===== config.mk =====
export PLATFORM = sky130hd
export DESIGN_NAME = rf_write_arbiter
export DESIGN_NICKNAME = d
export VERILOG_FILES = /design/src/rtl/rf_pkg.sv /design/src/rtl/rf_write_arbiter_rr_pick.sv /design/src/rtl/rf_write_arbiter.sv
export SDC_FILE = /design/constraint.sdc
export NUM_CORES = 1
export LEC_CHECK = 0
export CAP_MARGIN = 5
export CORE_AREA = 5 5 149 151
export DETAILED_ROUTE_END_ITERATION = 10
export DIE_AREA = 0 0 154 156
export GPL_TIMING_DRIVEN = 0
export HOLD_SLACK_MARGIN = 0.08
export SYNTH_ARGS = -nofsm -noshare
export SYNTH_HDL_FRONTEND = slang
export SYNTH_SLANG_ARGS = --single-unit

===== constraint.sdc =====
create_clock -name clk -period 4.2 [get_ports clk]
set_clock_uncertainty 0.1 [all_clocks]
set_input_delay 0.84 -clock clk [delete_from_list [all_inputs] [get_ports clk]]
set_output_delay 0.84 -clock clk [all_outputs]
set_load 0.1 [all_outputs]

===== src/rtl/rf_pkg.sv =====
// ---------------------------------------------------------------------------
// rf_pkg
// Shared definitions for the 32x64 register file write path.
//   RF_AW / RF_DW / RF_DEPTH : register file geometry
//   arb_state_t              : write arbiter state (IDLE = free arbitration,
//                              LOCK = grant held by one requester for a burst)
//   ring_index()             : (base + step) mod n, used for round-robin scans
// ---------------------------------------------------------------------------
package rf_pkg;

  localparam int RF_AW    = 5;
  localparam int RF_DW    = 64;
  localparam int RF_DEPTH = 32;

  typedef enum logic {
    IDLE = 1'b0,
    LOCK = 1'b1
  } arb_state_t;

  function automatic int ring_index(input int base, input int step, input int n);
    return (base + step) % n;
  endfunction

endpackage


===== src/rtl/rf_write_arbiter_rr_pick.sv =====
// ---------------------------------------------------------------------------
// rr_pick
// Combinational round-robin priority picker. The first asserted request found
// scanning ptr, ptr+1, ... (mod NREQ) wins.
// Ports:
//   req  in  NREQ  request vector
//   ptr  in  IW    index with highest priority this cycle (must be < NREQ)
//   gnt  out NREQ  one-hot grant, all zero when no request is set
//   idx  out IW    binary index of the winner (0 when no request is set)
// ---------------------------------------------------------------------------
module rr_pick
  import rf_pkg::*;
#(
  parameter int NREQ = 4,
  parameter int IW   = $clog2(NREQ)
) (
  input  logic [NREQ-1:0] req,
  input  logic [IW-1:0]   ptr,
  output logic [NREQ-1:0] gnt,
  output logic [IW-1:0]   idx
);

  logic          any_req;
  logic [IW-1:0] cand;

  // Scan from the far end of the ring back towards ptr so that the candidate
  // closest to ptr is the last one written and therefore wins.
  always_comb begin
    idx     = '0;
    any_req = 1'b0;
    cand    = '0;
    for (int k = NREQ - 1; k >= 0; k--) begin
      cand = IW'(ring_index(int'(ptr), k, NREQ));
      if (req[cand]) begin
        idx     = cand;
        any_req = 1'b1;
      end
    end
  end

  genvar gi;
  generate
    for (gi = 0; gi < NREQ; gi++) begin : g_gnt
      assign gnt[gi] = any_req && (idx == IW'(gi));
    end
  endgenerate

endmodule


===== src/rtl/rf_write_arbiter.sv =====
// ---------------------------------------------------------------------------
// rf_write_arbiter
// Round-robin arbiter sharing the single RF write port among NREQ requesters,
// each with a valid/ready handshake. A requester may hold the grant for up to
// MAX_BURST back-to-back writes by keeping req_burst high. The RF write port
// is driven from registers: an accepted write appears one edge later and is
// held for one cycle (longer only while rf_stall freezes the stage).
// Ports:
//   clk, rst_n            clock, synchronous active-low reset
//   req_valid[NREQ]       requester i has a write pending
//   req_burst[NREQ]       requester i asks to keep the grant after this write
//   req_rw/req_offset     per-requester index/offset, slice i = [i*AW +: AW]
//   req_din               per-requester data, slice i = [i*DW +: DW]
//   req_ready[NREQ]       one-hot or zero, write i accepted this cycle
//   rf_stall              RF port unavailable, freeze everything
//   load/Rw/offset/din    RF write port
//   grant_id              requester that owns the current load pulse
// ---------------------------------------------------------------------------
module rf_write_arbiter
  import rf_pkg::*;
#(
  parameter int NREQ      = 4,
  parameter int DW        = RF_DW,
  parameter int AW        = RF_AW,
  parameter int MAX_BURST = 4
) (
  input  logic              clk,
  input  logic              rst_n,
  input  logic [NREQ-1:0]   req_valid,
  input  logic [NREQ-1:0]   req_burst,
  input  logic [NREQ*AW-1:0] req_rw,
  input  logic [NREQ*AW-1:0] req_offset,
  input  logic [NREQ*DW-1:0] req_din,
  output logic [NREQ-1:0]   req_ready,
  input  logic              rf_stall,
  output logic              load,
  output logic [AW-1:0]     Rw,
  output logic [AW-1:0]     offset,
  output logic [DW-1:0]     din,
  output logic [2:0]        grant_id
);

  localparam int IW = $clog2(NREQ);
  localparam int CW = $clog2(MAX_BURST + 1);

  arb_state_t    state_reg, state_next;
  logic [IW-1:0] ptr_reg, ptr_next;
  logic [IW-1:0] owner_reg, owner_next;
  logic [CW-1:0] burst_cnt_reg, burst_cnt_next;

  logic          load_reg, load_next;
  logic [AW-1:0] rw_reg, rw_next;
  logic [AW-1:0] offset_reg, offset_next;
  logic [DW-1:0] din_reg, din_next;
  logic [2:0]    grant_id_reg, grant_id_next;

  // Per-requester views of the flattened input buses.
  logic [AW-1:0]   rw_arr     [NREQ];
  logic [AW-1:0]   offset_arr [NREQ];
  logic [DW-1:0]   din_arr    [NREQ];
  logic [NREQ-1:0] owner_hot;

  genvar gi;
  generate
    for (gi = 0; gi < NREQ; gi++) begin : g_slice
      assign rw_arr[gi]     = req_rw[gi*AW +: AW];
      assign offset_arr[gi] = req_offset[gi*AW +: AW];
      assign din_arr[gi]    = req_din[gi*DW +: DW];
      assign owner_hot[gi]  = (owner_reg == IW'(gi));
    end
  endgenerate

  logic [NREQ-1:0] pick_gnt;
  logic [IW-1:0]   pick_idx;

  rr_pick #(
    .NREQ (NREQ),
    .IW   (IW)
  ) u_pick (
    .req (req_valid),
    .ptr (ptr_reg),
    .gnt (pick_gnt),
    .idx (pick_idx)
  );

  logic [NREQ-1:0] ready_vec;
  logic [IW-1:0]   sel_idx;
  logic            accept;

  // Ready is purely combinational; in LOCK only the owner can be served, so a
  // cycle where the owner has nothing to send grants nobody.
  always_comb begin
    ready_vec = '0;
    if (rst_n && !rf_stall) begin
      if (state_reg == IDLE) begin
        ready_vec = pick_gnt;
      end else begin
        ready_vec = owner_hot & req_valid;
      end
    end
  end

  assign sel_idx   = (state_reg == LOCK) ? owner_reg : pick_idx;
  assign accept    = |(req_valid & ready_vec);
  assign req_ready = ready_vec;

  always_comb begin
    state_next     = state_reg;
    ptr_next       = ptr_reg;
    owner_next     = owner_reg;
    burst_cnt_next = burst_cnt_reg;
    load_next      = load_reg;
    rw_next        = rw_reg;
    offset_next    = offset_reg;
    din_next       = din_reg;
    grant_id_next  = grant_id_reg;

    // Under stall every register keeps its value, so a pending load stays on
    // the port until the RF can take it.
    if (!rf_stall) begin
      load_next = 1'b0;
      if (accept) begin
        load_next     = 1'b1;
        rw_next       = rw_arr[sel_idx];
        offset_next   = offset_arr[sel_idx];
        din_next      = din_arr[sel_idx];
        grant_id_next = 3'(sel_idx);
      end

      unique case (state_reg)
        IDLE: begin
          if (accept) begin
            ptr_next = IW'(ring_index(int'(pick_idx), 1, NREQ));
            if (req_burst[pick_idx] && (MAX_BURST > 1)) begin
              state_next     = LOCK;
              owner_next     = pick_idx;
              burst_cnt_next = CW'(1);
            end
          end
        end
        LOCK: begin
          if (!req_valid[owner_reg]) begin
            state_next     = IDLE;
            burst_cnt_next = '0;
          end else if (accept) begin
            if (!req_burst[owner_reg] || (int'(burst_cnt_reg) + 1 >= MAX_BURST)) begin
              state_next     = IDLE;
              burst_cnt_next = '0;
            end else begin
              burst_cnt_next = burst_cnt_reg + 1'b1;
            end
          end
        end
        default: begin
          state_next     = IDLE;
          burst_cnt_next = '0;
        end
      endcase
    end
  end

  always_ff @(posedge clk) begin
    if (!rst_n) begin
      state_reg     <= IDLE;
      ptr_reg       <= '0;
      owner_reg     <= '0;
      burst_cnt_reg <= '0;
      load_reg      <= 1'b0;
      rw_reg        <= '0;
      offset_reg    <= '0;
      din_reg       <= '0;
      grant_id_reg  <= '0;
    end else begin
      state_reg     <= state_next;
      ptr_reg       <= ptr_next;
      owner_reg     <= owner_next;
      burst_cnt_reg <= burst_cnt_next;
      load_reg      <= load_next;
      rw_reg        <= rw_next;
      offset_reg    <= offset_next;
      din_reg       <= din_next;
      grant_id_reg  <= grant_id_next;
    end
  end

  assign load     = load_reg;
  assign Rw       = rw_reg;
  assign offset   = offset_reg;
  assign din      = din_reg;
  assign grant_id = grant_id_reg;

endmodule


==> run_1/pdn.png <==
Bar = 50 um. Pins as bars on the die edge. Tap cells in gray.
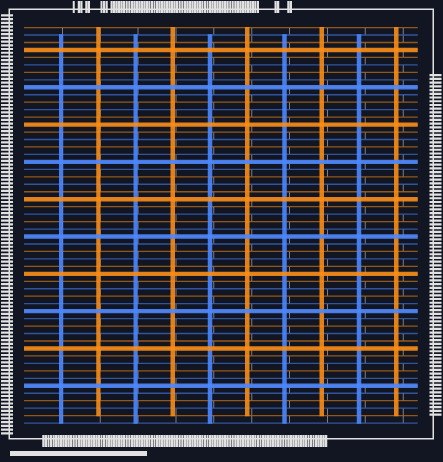
Orange is VDD. Blue is VSS.
10 straps on met5. 275 tap cells. 10 straps on met4.

==> run_1/cell_classes.png <==
Bar = 50 um.
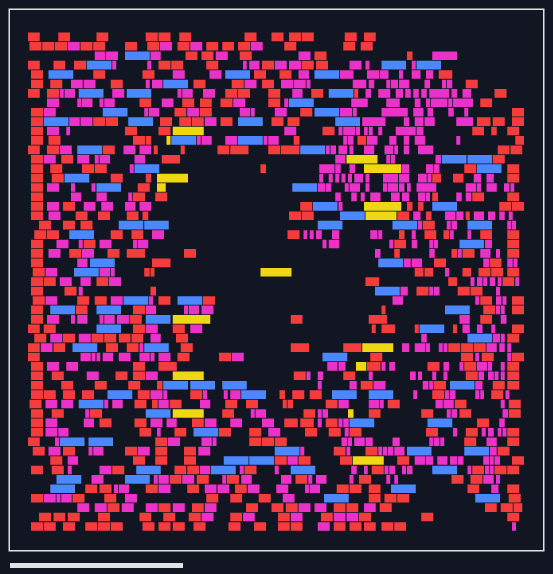
Blue is flip-flops, cells 85, share of their area 18%. Red is other buffers and delay cells, cells 436, share of their area 44%. Yellow is clock drivers and dummy loads, cells 16, share of their area 3.5%. Magenta is all other logic, cells 493, share of their area 35%.
Util after Layout: 48.17%
fin area: 0.009967 mm^2
Rows: 53

==> run notes, run 1 <==
yosys + openroad results -> status complete, no violations, critical path class input port to primary output, Slew headroom between 20% and 30%, number of CTS-inserted buffers 9, count of mapped cells out of synthesis approximately 630, Remaining DRCs 0, clk tree area frac about 3.4%, via count around 6300, I/O pin cnt roughly 390, combinational gates around 500, clk buf depth 2, yosys synthesis chip area roughly 0.0054 mm^2, filler instances between 2000 and 2500, Post-synth seq share a little under a third, logic area 0.003324 mm^2, die width roughly 150 um, H-tree depth 3, Post-DP Area roughly 0.0096 mm^2, antenna cells 2, inverters 6, sequential share of cell area approximately 17%, max_cap viols 0, Routed Antenna Nets 0, Hold Fails Final Rpt 0, logic share of the area roughly 33%, clock sink count 85, Worst Setup End Kind primary output, die area 0.02402 mm^2, root buffer cell clkbuf_16, Critical Path Source Type input port, vias in the first global route 6542, dominant logic cell type in the layout clkdlybuf4s50_1
==> run_1/clock_map.png <==
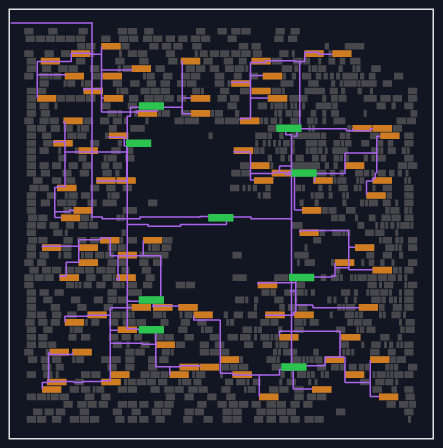
Purple is clock wires, length 1500 um. Orange is flip-flops, count 85. Green is cells driving clock nets, count 9.
There are 10 routed clock nets.
later-pin clock latency in the skew report: 350 ps

==> run_1/metal_stack.png <==
Bar = 50 um. Two of the layers only.
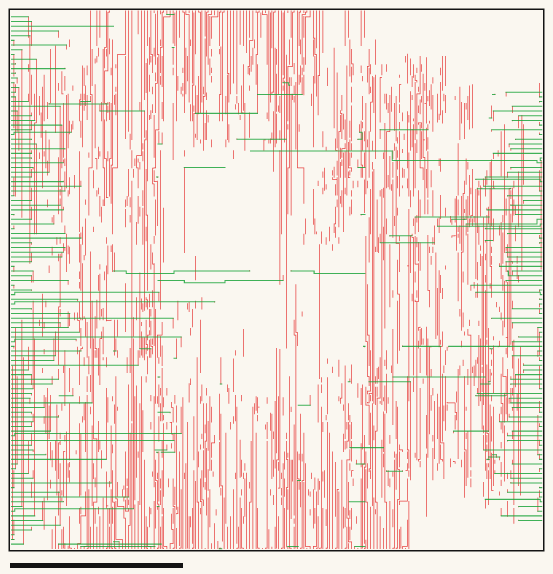
Green is met3, wire length 2650 um. Red is met2, wire length 13300 um.

==> run 1: metal layers <==
metal  wire [um]  track usage (%)
met1       10420            24.34
met2       13340            37.06
met4         684            7.401
met5           7                0
met3        2654            7.767
==> run 1: what timing repair did <==
item,CTS,global route
setup endpoints to repair,4,3
pin swaps,0,0
setup buffers,0,0
resized,9,4
==> run 1: path summary, 6_finish.rpt <==
check,from,endpoint
worst max-delay path,rst_n,req_ready[3]
worst min-delay path,load,load
worst max register to register,ptr_reg[1],din[1]
worst min register to register,load,load
==> run 1: kinds of logic after synthesis <==
family / after synthesis / share of synthesized area, %
mux: 112 / 20.63
flops: 85 / 31.24
simple gates: 254 / 21.18
other cells: 1 / 0.06885
buf+inv: 59 / 7.811
compound gates: 118 / 18.68
fa+ha+maj: 1 / 0.2297
xor+xnor: 1 / 0.1608
==> run 1: cells in the mapped netlist, drive strengths merged, types with 2 or more instances <==
library cell  instances  area share [%]
a211oi                4            0.64
a21o                  2            0.28
a21oi                15             2.1
a31o                 21             3.4
and2                  3            0.34
and3                 21             2.4
buf                  41             6.5
clkbuf               12            0.85
dfxtp                85              31
inv                   6            0.41
mux2                  2            0.41
mux2i               110              20
nand2               154              11
nand2b                6             1.1
nand3                45             4.1
nand4b                2            0.32
nor2                 15             1.1
nor3                  3            0.37
o21ai                10             1.2
o221ai               54             8.7
o22ai                 2            0.48
==> run 1: worst max-delay path, stage by stage <==
cell	delay, ps
clkdlybuf4s50_1	680
inv_2	190
a211o_1	380
nor2_1	140
dlygate4sd2_1	890
==> run_1/final_placement.png <==
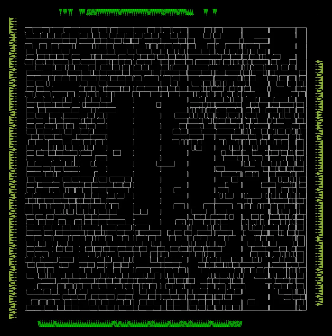

==> run 2, diff against run 1 <==
--- a/config.mk
+++ b/config.mk
@@ -5,12 +5,13 @@
 export SDC_FILE = /design/constraint.sdc
 export NUM_CORES = 1
 export LEC_CHECK = 0
+export ABC_AREA = 1
 export CAP_MARGIN = 5
-export CORE_AREA = 5 5 149 151
+export CORE_AREA = 5 5 148 150
 export DETAILED_ROUTE_END_ITERATION = 10
-export DIE_AREA = 0 0 154 156
-export GPL_TIMING_DRIVEN = 0
+export DIE_AREA = 0 0 153 155
 export HOLD_SLACK_MARGIN = 0.08
+export PLACE_DENSITY = 0.67
 export SYNTH_ARGS = -nofsm -noshare
 export SYNTH_HDL_FRONTEND = slang
 export SYNTH_SLANG_ARGS = --single-unit
==> run_2/final_placement.png <==
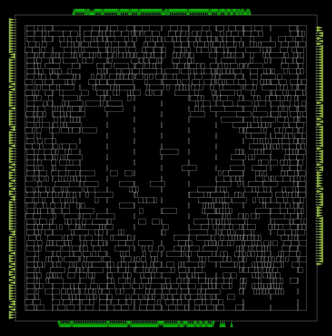
sequential share of cell area: 16.71%
core area: 0.02056 mm^2

==> run_2/clock_map.png <==
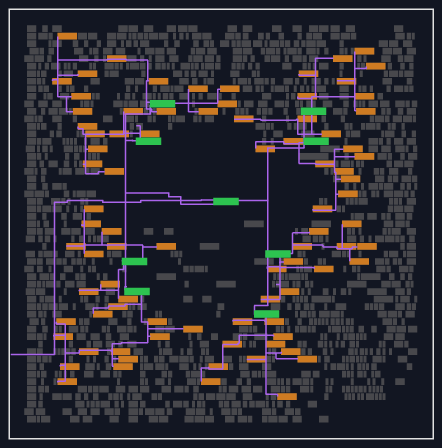
Orange is flip-flops, count 85. Green is cells driving clock nets, count 9. Purple is clock wires, length 1240 um.
Position of the flops: all over the die. There are 10 routed clock nets.

==> run_2/metal_stack.png <==
Bar = 50 um. Two of the layers only.
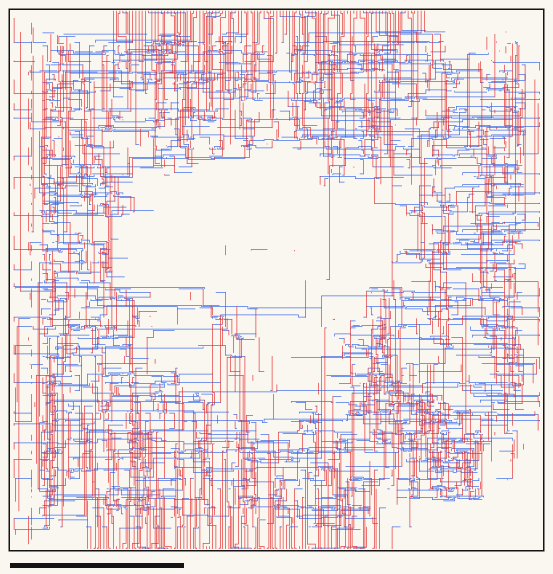
Red is met2, wire length 11800 um. Blue is met1, wire length 9940 um.

==> run 2 against run 1 <==
  * First-iteration DRC count is 27% higher
  * Routed wire length shrank 9.3%
  * Worst setup slack improved by 510 ps
  * Worst hold slack got worse by 8.5 ps
  * Critical path depth grew 7
  * Die size is 1.3% lower
  * Register-to-register slack lost 120 ps
  * Critical path type unchanged
  * Critical endpoint unchanged
==> run notes, run 2 <==
yosys + openroad results -> top layer in use met4, count leader, synth o21ai_0, clk buf depth 2 (unchanged), Critical Path Source req_valid[3], yosys synthesis chip area 0.005788 mm^2 (+6.3%), Routed Antenna Nets 0 (unchanged), Critical Path Source Type input port, Slew headroom 30.05% (+1.0 points), Util after Layout 49.53% (+1.4 points), number of CTS-inserted buffers 9 (unchanged), Synth area leader dfxtp_1, critical path class input port to primary output, status complete, no violations, H-tree depth 3 (unchanged), met1 usage 22.59% (-1.8 points), count of mapped cells out of synthesis 944 (+50%), post-CTS setup buffer count 0 (unchanged), fin area 0.01018 mm^2 (+2.2%), hold path start load, met2 WL 11820 um (-11%), metal3 WL 2073 um (-22%), I/O pin cnt 389 (unchanged), Rows 53 (unchanged), vias in the first global route 7368 (+13%)
==> run 2: worst max-delay path: stages <==
cell and delay (ps):
clkdlybuf4s50_1 550, nand2_1 70, o21ai_1 120, nand2_1 110, nand2_1 90, inv_2 40, a21oi_2 210, nand3_1 130
nand2_1 80, nand2_1 70, inv_1 110, buf_12 180
==> run 2: final timing paths <==
kind                  end  depth (start not counted)
min                  load                          2
max          req_ready[3]                         12
min reg2reg          load                          2
max reg2reg       din[28]                         16
==> run 2: area by class of cell <==
type | instances | area [um^2]
fill | 2105 | 10380
timing repair buffer | 403 | 4116
multi-input combinational | 729 | 3496
sequential | 85 | 1702
tap | 275 | 344.1
clock buffer | 13 | 270.3
inverter | 54 | 211.5
clock inverter | 3 | 42.54
==> run 2: per-stage QoR <==
step	hold slack, ps	setup slack (ps)
6_report	353.2	652.7
5_1_grt	382.2	443.4
4_1_cts	357.7	651.3
3_5_place_dp	349.4	553.2
3_3_place_gp	343.1	646.6
2_1_floorplan	356.3	1037
==> run 2: cell families (layout without fill, tap and decap cells) <==
family / Yosys count / after routing / share of synthesized area [%]
adder cells (fa/ha/maj): 1 / 1 / 0.2161
XOR/XNOR: 1 / 1 / 0.1513
AND/OR/NAND/NOR: 378 / 378 / 28.40
other: 1 / 1 / 0.06479
buffers and inverters: 130 / 473 / 10.29
AND-OR/OR-AND: 348 / 348 / 31.47
flip-flops: 85 / 85 / 29.40
